**config.mk**
```make
export PLATFORM = sky130hd
export DESIGN_NAME = window_stats
export DESIGN_NICKNAME = d
export VERILOG_FILES = /design/src/rtl/window_stats.sv
export SDC_FILE = /design/constraint.sdc
export NUM_CORES = 1
export LEC_CHECK = 0
export CORE_UTILIZATION = 58
export CTS_CLUSTER_DIAMETER = 60
export DETAILED_ROUTE_END_ITERATION = 10
export PLACE_DENSITY = 0.8
export SLEW_MARGIN = 20
export SYNTH_ARGS = -nofsm -noshare
export SYNTH_HDL_FRONTEND = slang
export SYNTH_SLANG_ARGS = --single-unit
```
**constraint.sdc**
```tcl
create_clock -name clk -period 7.98 [get_ports clk]
set_input_delay 1.197 -clock clk [delete_from_list [all_inputs] [get_ports clk]]
set_output_delay 1.197 -clock clk [all_outputs]
set_load 0.01 [all_outputs]
```
**src/rtl/window_stats.sv**
```systemverilog
// window_stats: min / max / mean / peak-to-peak over consecutive,
// non-overlapping windows of 2^k accepted samples of a signed 16-bit stream.
// Handshake: a sample is taken on every rising edge where the FSM is in
// ACCUM and din_valid=1; there is no backpressure. result_valid is a
// one-cycle strobe marking the edge on which all four result registers
// and window_count updated together.
module window_stats #(
  parameter int MAX_LOG = 12
) (
  input  logic               clk,
  input  logic               reset,
  input  logic               enable,
  input  logic [3:0]         window_log,
  input  logic signed [15:0] din,
  input  logic               din_valid,
  output logic signed [15:0] min_out,
  output logic signed [15:0] max_out,
  output logic signed [15:0] mean_out,
  output logic [16:0]        pk2pk_out,
  output logic               result_valid,
  output logic [31:0]        window_count
);

  localparam int SW = 16 + MAX_LOG;       // sum width, cannot overflow
  localparam int CW = MAX_LOG + 1;        // counter holds 2^MAX_LOG
  localparam logic [3:0] MAX_K = 4'(MAX_LOG);

  typedef enum logic {IDLE, ACCUM} state_t;

  state_t                state, state_nxt;
  logic [3:0]            k_sel, k_eff, k_done;
  logic [CW-1:0]         cnt, cnt_load;
  logic                  first, done, accept, last;
  logic signed [15:0]    run_min, run_max, nxt_min, nxt_max;
  logic signed [SW-1:0]  sum, nxt_sum, din_ext;
  logic signed [16:0]    pk_diff;

  // Window exponent clamp, counter reload value and next running values
  always_comb begin
    k_sel    = (window_log > MAX_K) ? MAX_K : window_log;
    cnt_load = CW'(1) << k_sel;
    accept   = (state == ACCUM) && din_valid;
    last     = accept && (cnt == CW'(1));
    din_ext  = {{MAX_LOG{din[15]}}, din};
    if (first) begin
      nxt_min = din;
      nxt_max = din;
      nxt_sum = din_ext;
    end else begin
      nxt_min = (din < run_min) ? din : run_min;
      nxt_max = (din > run_max) ? din : run_max;
      nxt_sum = sum + din_ext;
    end
    pk_diff = {run_max[15], run_max} - {run_min[15], run_min};
  end

  // FSM state register
  always_ff @(posedge clk or posedge reset) begin
    if (reset) state <= IDLE;
    else       state <= state_nxt;
  end

  // FSM next state: enable low in ACCUM always returns to IDLE; a window
  // completing in that same cycle is still reported by the done flag
  always_comb begin
    state_nxt = state;
    case (state)
      IDLE:    if (enable)  state_nxt = ACCUM;
      ACCUM:   if (!enable) state_nxt = IDLE;
      default: state_nxt = IDLE;
    endcase
  end

  // Accumulators: cleared in IDLE, updated per accepted sample; on the last
  // sample the window is frozen into run_* / sum and the next one restarts
  always_ff @(posedge clk or posedge reset) begin
    if (reset) begin
      k_eff   <= '0;
      k_done  <= '0;
      cnt     <= '0;
      first   <= 1'b1;
      done    <= 1'b0;
      run_min <= '0;
      run_max <= '0;
      sum     <= '0;
    end else if (state == IDLE) begin
      k_eff   <= k_sel;
      cnt     <= cnt_load;
      first   <= 1'b1;
      done    <= 1'b0;
      run_min <= '0;
      run_max <= '0;
      sum     <= '0;
    end else begin
      done <= last;
      if (accept) begin
        run_min <= nxt_min;
        run_max <= nxt_max;
        sum     <= nxt_sum;
        if (last) begin
          k_done <= k_eff;
          k_eff  <= k_sel;
          cnt    <= cnt_load;
          first  <= 1'b1;
        end else begin
          cnt   <= cnt - CW'(1);
          first <= 1'b0;
        end
      end
    end
  end

  // Result registers: load the frozen window one edge after its last sample
  always_ff @(posedge clk or posedge reset) begin
    if (reset) begin
      min_out      <= '0;
      max_out      <= '0;
      mean_out     <= '0;
      pk2pk_out    <= '0;
      result_valid <= 1'b0;
      window_count <= '0;
    end else begin
      result_valid <= done;
      if (done) begin
        min_out      <= run_min;
        max_out      <= run_max;
        mean_out     <= 16'(sum >>> k_done);
        pk2pk_out    <= pk_diff;
        window_count <= window_count + 32'd1;
      end
    end
  end

endmodule

```
Fig. 1: run 1, clock nets
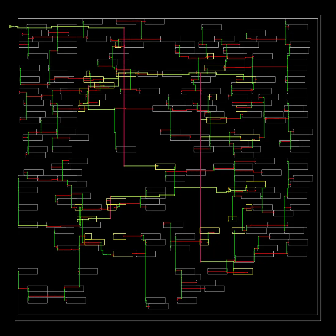
clock latency on the worst-skew pair: 0.45 ns
clock group power: 829 µW
clock buffers: 19
clk_skew: 0.01409 ns

Fig. 2: run 1, register map, names as in the netlist
The bar under the picture is 50 µm long.
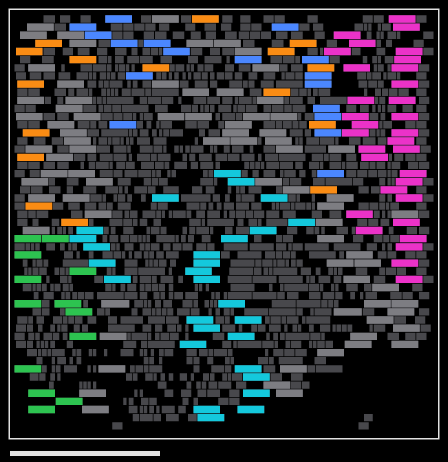
- magenta: window_count (flops 32)
- green: cnt (flops 13)
- blue: pk2pk_out (flops 17)
- orange: min_out (flops 16)
- cyan: sum (flops 28)
- not coloured: 76
register area: 0.004557 mm²
Power Sequential: 1.05 mW
Final Core Density: 69.34%

==> job_summary.md, run 1 <==
## Implementation flow summary

| Metric | Value |
|---|---|
| Reg2Reg Depth | 10 |
| Hold slack | 0.4693 ns |
| Synth Instances | 1118 |
| Largest net degree at the start of global routing | 101 |
| Final setup vio count | 0 |
| Log Warnings | 29 |
| Drt via density | 6.120 |
| Yosys warns | 0 |
| H-tree lvl count | 4 |
| M3 GR Usage | 4.527% |
| Area reported by Yosys stat | 0.01154 mm² |
| Grt total ovfl | 0 |
| Hold-fix buffers, CTS | 0 |
| Die Ht | 143.1 µm |
| CTS tree | yes |
| R2r startpoint | run_max[5]$_DFFE_PP0P_ |
| Most numerous logic cell after layout | dfrtp_1 |
| Aoi share | 15.35% |
| Clock transition at path regs | 0.07 ns |
| Post-synth top area cell | dfrtp_1 |
| Rel. slew slack | 29.01% |
| Outcome | finished clean |
| Placed Instances | 1464 |
| XOR Share, Synth | 4.931% |
| Fin worst setup slack | 3.672 ns |
| Simple Share, Synth | 12.28% |
| Antenna diode count | 0 |
| I/O Buffers | 121 |
| Post-synth mux share | 15.29% |
| Fin. max-slew vios | 0 |
| GRT met1 Usage | 38.62% |
| Met2 wire length | 13.10 mm |
| Max reg flops | 32 |
Fig. 3: run 1, local utilization
The bar under the picture is 50 µm long. 14 x 14 tiles, from dark purple (low) to yellow (high), 0 to 100% covered.
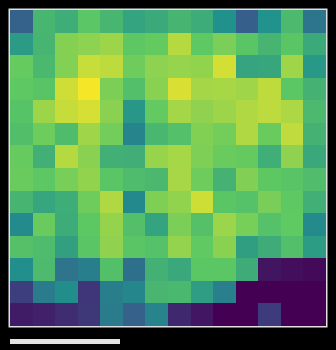
- mean over tiles: 64%
- emptiest ninth of the die: lower right
- fullest tile: 99%
- tiles over 75% full: 38%
- nearly empty tiles: 4.1%

Fig. 4: run 1, routed metal per tile
29 x 29 tiles, from dark purple (low) to yellow (high), scaled to the fullest tile. Values are wire area over tile area, all layers added.
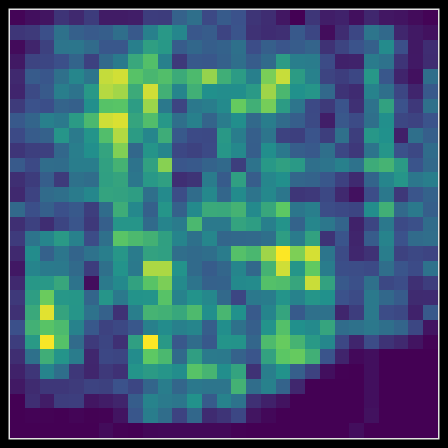
- mean over tiles: 0.22
- densest ninth of the die: centre
- tiles over half the peak: 22%

==> run 1: worst max-delay path, stage by stage <==
cell	delay, ns
clkdlybuf4s50_1	1.04
ha_1	0.40
nand4_1	0.12
nor3_1	0.08
a221oi_1	0.25
o21ai_0	0.15
xor2_1	0.17
o221ai_2	0.81
mux2_2	0.42
==> run 1: final cells by class <==
| cell class | instances | share of cell area (%) |
|---|---|---|
| multi-input cells | 827 | 48.37 |
| flip-flops and latches | 182 | 33.77 |
| inverters | 63 | 1.789 |
| clock inverters | 13 | 1.001 |
| well taps | 265 | 2.457 |
| repair buffers | 127 | 9.336 |
| clock buffers | 19 | 3.282 |
==> run 1: power by group <==
group / switching, mW / total (mW) / internal [mW]
Combinational: 0.351 / 0.650 / 0.299
Clock: 0.406 / 0.829 / 0.422
Sequential: 0.0736 / 1.05 / 0.980
Fig. 5: run 1, signal wires by layer
Only two layers are drawn.
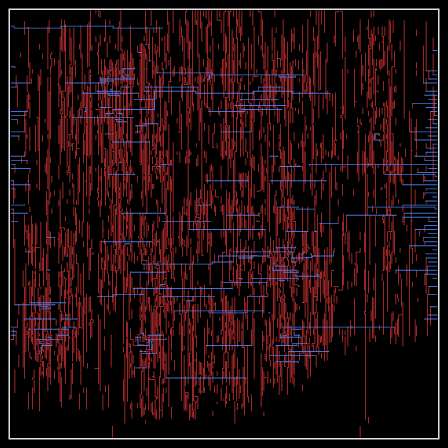

==> run 1 -> run 2 <==
==> constraint.sdc (replaced) <==
create_clock -name clk -period 4.2 [get_ports clk]
set_input_delay 0.63 -clock clk [delete_from_list [all_inputs] [get_ports clk]]
set_output_delay 0.63 -clock clk [all_outputs]
set_load 0.01 [all_outputs]
Fig. 6: run 2, signal wires by layer
Only two layers are drawn.
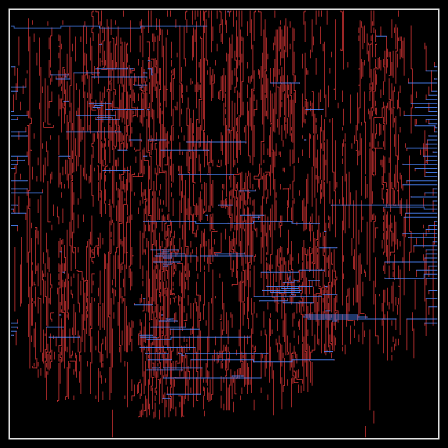
- red: M2 (wire length 12900 µm)
- blue: M3 (wire length 1370 µm)
Total GRT Usage: 27.83%
Routed WL: 27.45 mm
vias post-DR: 9099
wire length per cell: 18.25 µm

Fig. 7: run 2, register map, names as in the netlist
The bar under the picture is 50 µm long.
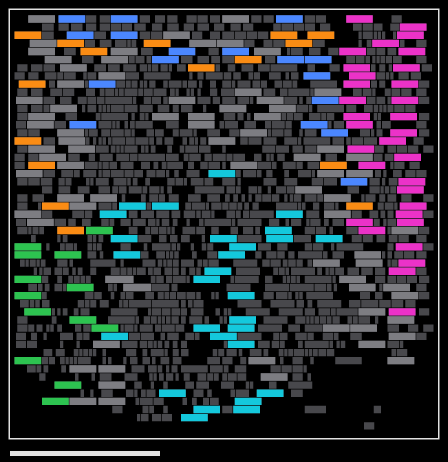
- cyan: sum (flops 28)
- magenta: window_count (flops 32)
- orange: min_out (flops 16)
- green: cnt (flops 13)
- blue: pk2pk_out (flops 17)

Fig. 8: run 2, clock nets
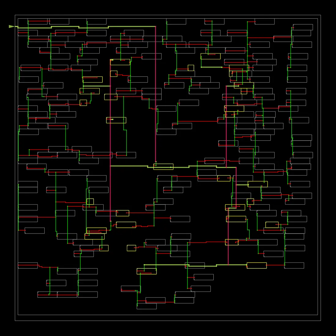
clock buffer count from CTS: 17
clock buffers: 18
clk_skew: 0.01104 ns
seq_cells: 182
CTS sink count: 182

==> job_summary.md, run 2 <==
## Implementation flow summary

| Metric | Value |
|---|---|
| CP peak stage delay | 0.53 ns (was 1.04 ns) |
| Clock-cell share of area | 4.373% (was 4.283%) |
| Max reg flops | 32 (unchanged) |
| Final non-clock buffer share | 9.868% (was 9.336%) |
| Worst path most repeated cell | a21oi_1 |
| Log Warnings | 27 (was 29) |
| Outcome | finished clean (unchanged) |
| Hold-fix buffers, CTS | 0 (unchanged) |
| Grt total ovfl | 0 (unchanged) |
| Fin. max-slew vios | 0 (unchanged) |
| Combinational Gates | 827 (unchanged) |
| Most numerous logic cell after layout | dfrtp_1 (unchanged) |
| M3 GR Usage | 3.789% (was 4.527%) |
| I/O Buffers | 121 (unchanged) |
| Post-synth top area cell | dfrtp_1 (unchanged) |
| Final setup vio count | 0 (unchanged) |
| Critical-path cell list | clkdlybuf4s50_1, ha_1, inv_1, fa_1, nand2b_1, a21oi_1, o41a_1, a22oi_1, o21ai_1, a21oi_1, and3_1, or3b_1 (was clkdlybuf4s50_1, ha_1, nand4_1, nor3_1, a221oi_1, o21ai_0, xor2_1, o221ai_2, mux2_2) |
| Antenna diode count | 0 (unchanged) |
| R2r startpoint | sum[0]$_DFFE_PP0P_ (was run_max[5]$_DFFE_PP0P_) |
| Area reported by Yosys stat | 0.01154 mm² (unchanged) |
| Cell area leaders | dfrtp_1 39%, mux2_2 9.4%, ha_1 8.3% (unchanged) |
| Clock latency on the worst-skew pair | 0.45 ns (about the same) |
| Invs w/o clock | 63 (unchanged) |
| Clock transition at path regs | 0.07 ns (about the same) |
| Sequential share of cell area | 33.53% (was 33.77%) |
| Reg2Reg Depth | 11 (was 10) |
| Largest net degree at the start of global routing | 76 (was 101) |
| Yosys warns | 0 (unchanged) |
| Final Core Density | 69.84% (was 69.34%) |
| Register area | 0.004557 mm² (unchanged) |
| Crit path buf inv count | 2 (was 1) |
| Cell depth of the worst setup path | 12 (was 9) |
| Hold slack | 0.4685 ns (was 0.4693 ns) |
| Synth Instances | 1118 (unchanged) |
| Non-clk bufs | 135 (was 127) |
run 2: cell count changes in the layout (fill, tap and decap cells not counted), moves of 2 or more:
cell,previous run,this run
buf_12,0,2
buf_4,5,12
clkinv_4,3,1
clkinv_8,2,5
run 2: power breakdown:
group | total, mW | leakage, nW | internal (mW) | switching [mW]
Clock | 1.59 | 0.281 | 0.800 | 0.794
Sequential | 2.00 | 2.44 | 1.86 | 0.137
Combinational | 1.24 | 3.44 | 0.577 | 0.663
run 2: cell families after synthesis:
logic type      count (synthesis)  share of synthesized area (%)
compound gates                259                          15.35
buf+inv                       109                          3.999
flops                         182                          39.46
mux                           138                          15.29
xor+xnor                       65                          4.931
simple gates                  286                          12.28
fa+ha+maj                      79                          8.692
Power and IR drop assume default switching activity.
